**src/rtl/serial_subtractor.sv**
```systemverilog
// Bit-serial A - B, LSB first, one full-subtractor cell plus borrow flop.
// Optional signed-overflow output guarded by SERIAL_SUB_OVF_EN.
module serial_subtractor #(
   parameter int WIDTH = 8
) (
   input  logic             clk,
   input  logic             rst_n,
   input  logic             start,
   input  logic [WIDTH-1:0] a,
   input  logic [WIDTH-1:0] b,
   output logic             busy,
   output logic             done,
   output logic [WIDTH-1:0] diff,
   output logic             bout
`ifdef SERIAL_SUB_OVF_EN
   ,
   output logic             ovf
`endif
);

   localparam int CW = (WIDTH > 1) ? $clog2(WIDTH) : 1;
   localparam logic [CW-1:0] LAST = CW'(WIDTH - 1);

   typedef enum logic {
      IDLE,
      SHIFT
   } state_t;

   state_t state, state_nxt;

   logic [WIDTH-1:0] sa, sb, sr;
   logic [WIDTH-1:0] sr_nxt;
   logic [CW-1:0]    cnt;
   logic             br;
   logic             d, br_nxt;
   logic             load, step, fin;

`ifdef SERIAL_SUB_OVF_EN
   logic a_msb, b_msb;
`endif

   // full-subtractor cell on the current LSBs and the running borrow
   always_comb begin
      d      = sa[0] ^ sb[0] ^ br;
      br_nxt = (~sa[0] & sb[0]) | (~(sa[0] ^ sb[0]) & br);
      sr_nxt = {d, sr[WIDTH-1:1]};
   end

   // next-state and control strobes
   always_comb begin
      state_nxt = state;
      load      = 1'b0;
      step      = 1'b0;
      fin       = 1'b0;
      unique case (state)
         IDLE: begin
            if (start) begin
               load      = 1'b1;
               state_nxt = SHIFT;
            end
         end
         SHIFT: begin
            step = 1'b1;
            if (cnt == LAST) begin
               fin       = 1'b1;
               state_nxt = IDLE;
            end
         end
         default: state_nxt = IDLE;
      endcase
   end

   // state register
   always_ff @(posedge clk or negedge rst_n) begin
      if (!rst_n) state <= IDLE;
      else        state <= state_nxt;
   end

   // operand/result shift registers, borrow and bit counter
   always_ff @(posedge clk or negedge rst_n) begin
      if (!rst_n) begin
         sa  <= '0;
         sb  <= '0;
         sr  <= '0;
         br  <= 1'b0;
         cnt <= '0;
`ifdef SERIAL_SUB_OVF_EN
         a_msb <= 1'b0;
         b_msb <= 1'b0;
`endif
      end else if (load) begin
         sa  <= a;
         sb  <= b;
         br  <= 1'b0;
         cnt <= '0;
`ifdef SERIAL_SUB_OVF_EN
         a_msb <= a[WIDTH-1];
         b_msb <= b[WIDTH-1];
`endif
      end else if (step) begin
         sa  <= sa >> 1;
         sb  <= sb >> 1;
         sr  <= sr_nxt;
         br  <= br_nxt;
         cnt <= cnt + 1'b1;
      end
   end

   // result registers: updated only on the completion edge
   always_ff @(posedge clk or negedge rst_n) begin
      if (!rst_n) begin
         done <= 1'b0;
         diff <= '0;
         bout <= 1'b0;
`ifdef SERIAL_SUB_OVF_EN
         ovf  <= 1'b0;
`endif
      end else begin
         done <= fin;
         if (fin) begin
            diff <= sr_nxt;
            bout <= br_nxt;
`ifdef SERIAL_SUB_OVF_EN
            ovf  <= (a_msb != b_msb) & (sr_nxt[WIDTH-1] != a_msb);
`endif
         end
      end
   end

   assign busy = (state == SHIFT);

endmodule

```
**config.mk**
```make
export PLATFORM = sky130hd
export DESIGN_NAME = serial_subtractor
export DESIGN_NICKNAME = d
export VERILOG_FILES = /design/src/rtl/serial_subtractor.sv
export SDC_FILE = /design/constraint.sdc
export NUM_CORES = 1
export LEC_CHECK = 0
export CORE_MARGIN = 2
export CORE_UTILIZATION = 51
export DETAILED_ROUTE_END_ITERATION = 8
export HOLD_SLACK_MARGIN = 0.15
export PLACE_DENSITY = 0.81
export SYNTH_ARGS = -nofsm -noshare
export SYNTH_HDL_FRONTEND = slang
export SYNTH_SLANG_ARGS = --single-unit
```
**constraint.sdc**
```tcl
create_clock -name clk -period 1.6 [get_ports clk]
set_input_delay 0.16 -clock clk [delete_from_list [all_inputs] [get_ports clk]]
set_output_delay 0.16 -clock clk [all_outputs]
set_load 0.005 [all_outputs]
```
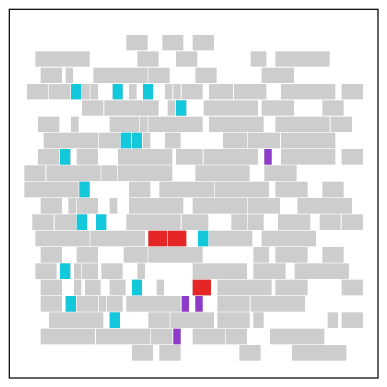
Figure 1: gate families picked out.
Scale: 6 px per um.
AND-OR and OR-AND gates: drawn in red, cells 3, most used a22o_1. inverting AOI/OAI gates: drawn in cyan, cells 15, most used o21ai_1. inverters: drawn in purple, cells 4, most used inv_1, where bottom middle.
top logic cell by instance count in the layout: sky130_fd_sc_hd__dfrtp_1
Layout Cells excl Fill: 200

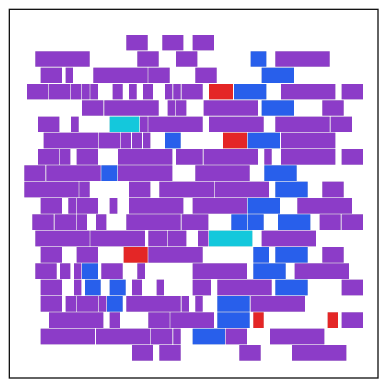
Figure 2: drive-strength map.
Scale: 6 px per um.
drive 3 to 4: drawn in blue, cells 24, share 15%, most used mux2_4. drive 1 or less: drawn in purple, cells 125, share 80%, most used dfrtp_1. drive 6 and up: drawn in cyan, cells 2, share 1.3%. drive 2: drawn in red, cells 5, share 3.2%, most used mux2_2.
number of non-clock buffers in the layout: 34
final non-filler cell area: 2044 um^2
setup slack after layout: 157.2 ps
synthesis-to-finish area growth: 22.49%

==> run summary <==
The flow run is done. In this run the most critical hold path is launched from b[7]. The number of antenna violations at the first check in global routing was 0. Number of placed instances, taps included landed at 191. On the reported timing paths, the clock transition at the registers reads 110 ps.

According to the timing report, the critical path is captured at bout. For this run the aggregate overflow at the end of global routing stands at 0. Among all flip-flop cells after synthesis, the most frequent one is sky130_fd_sc_hd__dfrtp_1.

In the synthesized netlist, the cells that appear most often are sky130_fd_sc_hd__dfrtp_1 (38), sky130_fd_sc_hd__mux2i_1 (16), sky130_fd_sc_hd__mux2_4 (14), sky130_fd_sc_hd__nand2_1 (14), sky130_fd_sc_hd__o21ai_1 (8). Final net count landed at 177. The slowest stage of the critical path is the sky130_fd_sc_hd__dfrtp_1 cell.

The flow ran to the end, and the final reports show no timing, DRC or antenna violations. Per the layout area report, the register area comes to 950.9 um^2. Total setup buffers inserted after CTS landed at 0. The biggest slice of the total power is consumed by sequential cells.

The post-route netlist has 19.87% of its cells at a drive strength greater than 1. Global-route usage over all layers landed at 16.24%. Portion of total power attributed to sequential cells landed at 45.0%. Slew at the pin closest to its max-slew limit landed at 807.4 ps.

Number of synthesis warnings landed at 0. Internal power landed at 0.002529 W. The highest clock rate this design can be run at is 693.1 MHz. Switching power of the nets landed at 0.001102 W.

After floorplanning, the core was divided into 20 placement rows. Number of clock sinks seen by CTS landed at 38. Number of logic gates landed at 72.

Pin count of the biggest net entering global routing landed at 39. Worst relative slew slack landed at 46.18%. Prior to clock tree synthesis, the placed netlist has a worst setup slack of 152.1 ps. Placer's final routability congestion estimate landed at 0.6823.

Fraction of synthesized cell area taken by the top area cell type landed at 56.97%. In this run, distinct cell masters in the synthesized netlist total 18. In the routed layout, each cell is associated on average with a via count of 4.990. STA classifies the critical path endpoint as a flip-flop. Number of global-route vias before repair landed at 972.

The clock network burns 14.1% of the power. The capture point of the worst register-to-register path is recorded as bout. Proportion of total power due to net switching landed at 30.35%. Setup repair after global routing left no endpoint under its margin.

Synthesis-stage register bit count landed at 38. Total negative setup slack landed at 0 ps. Starting DRC count in detailed routing landed at 16.

Post-cts resize count landed at 0. Cell depth of the worst hold path landed at 3. Worst-skew pair later-pin latency landed at 340 ps.

In the final design, more cell area goes to flip-flops and latches than to any other class. Post-synthesis compound-gate area fraction landed at 6.072%. The first detailed-routing pass took 4 iterations.

OpenROAD warning count landed at 26. For this run, the script counts the antenna cells in the layout as 0. In the final layout, the registers with the most flip-flops are diff (8), sa (8), sb (8). Setup violations remaining at the end of the flow were counted as 0. In the final layout, non-clock buffers account for 15.91% of the cell area. The synthesized design contains 0 enable-type register cells. Deepest level of the CTS H-tree landed at 2. The required time at the worst endpoint is listed as 1830 ps.

Final design utilization landed at 66.42%. Per the layout area report, the sequential fraction of cell area is 46.51%. The worst path uses 90.18% of the clock period. The cell-mix breakdown from Yosys lists the simple-gate area share as 5.022%.
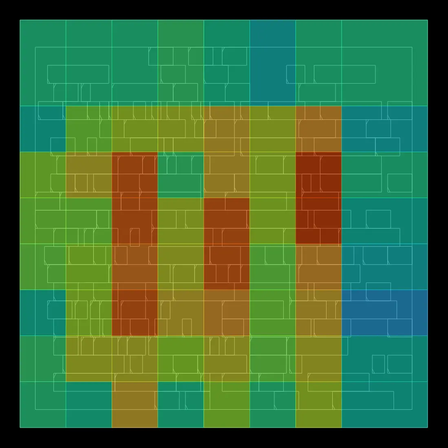
Figure 3: track usage over the die.
drt wl/cell: 12.91 um
most congested layer reported by global routing: met2

Power and IR drop assume default switching activity.
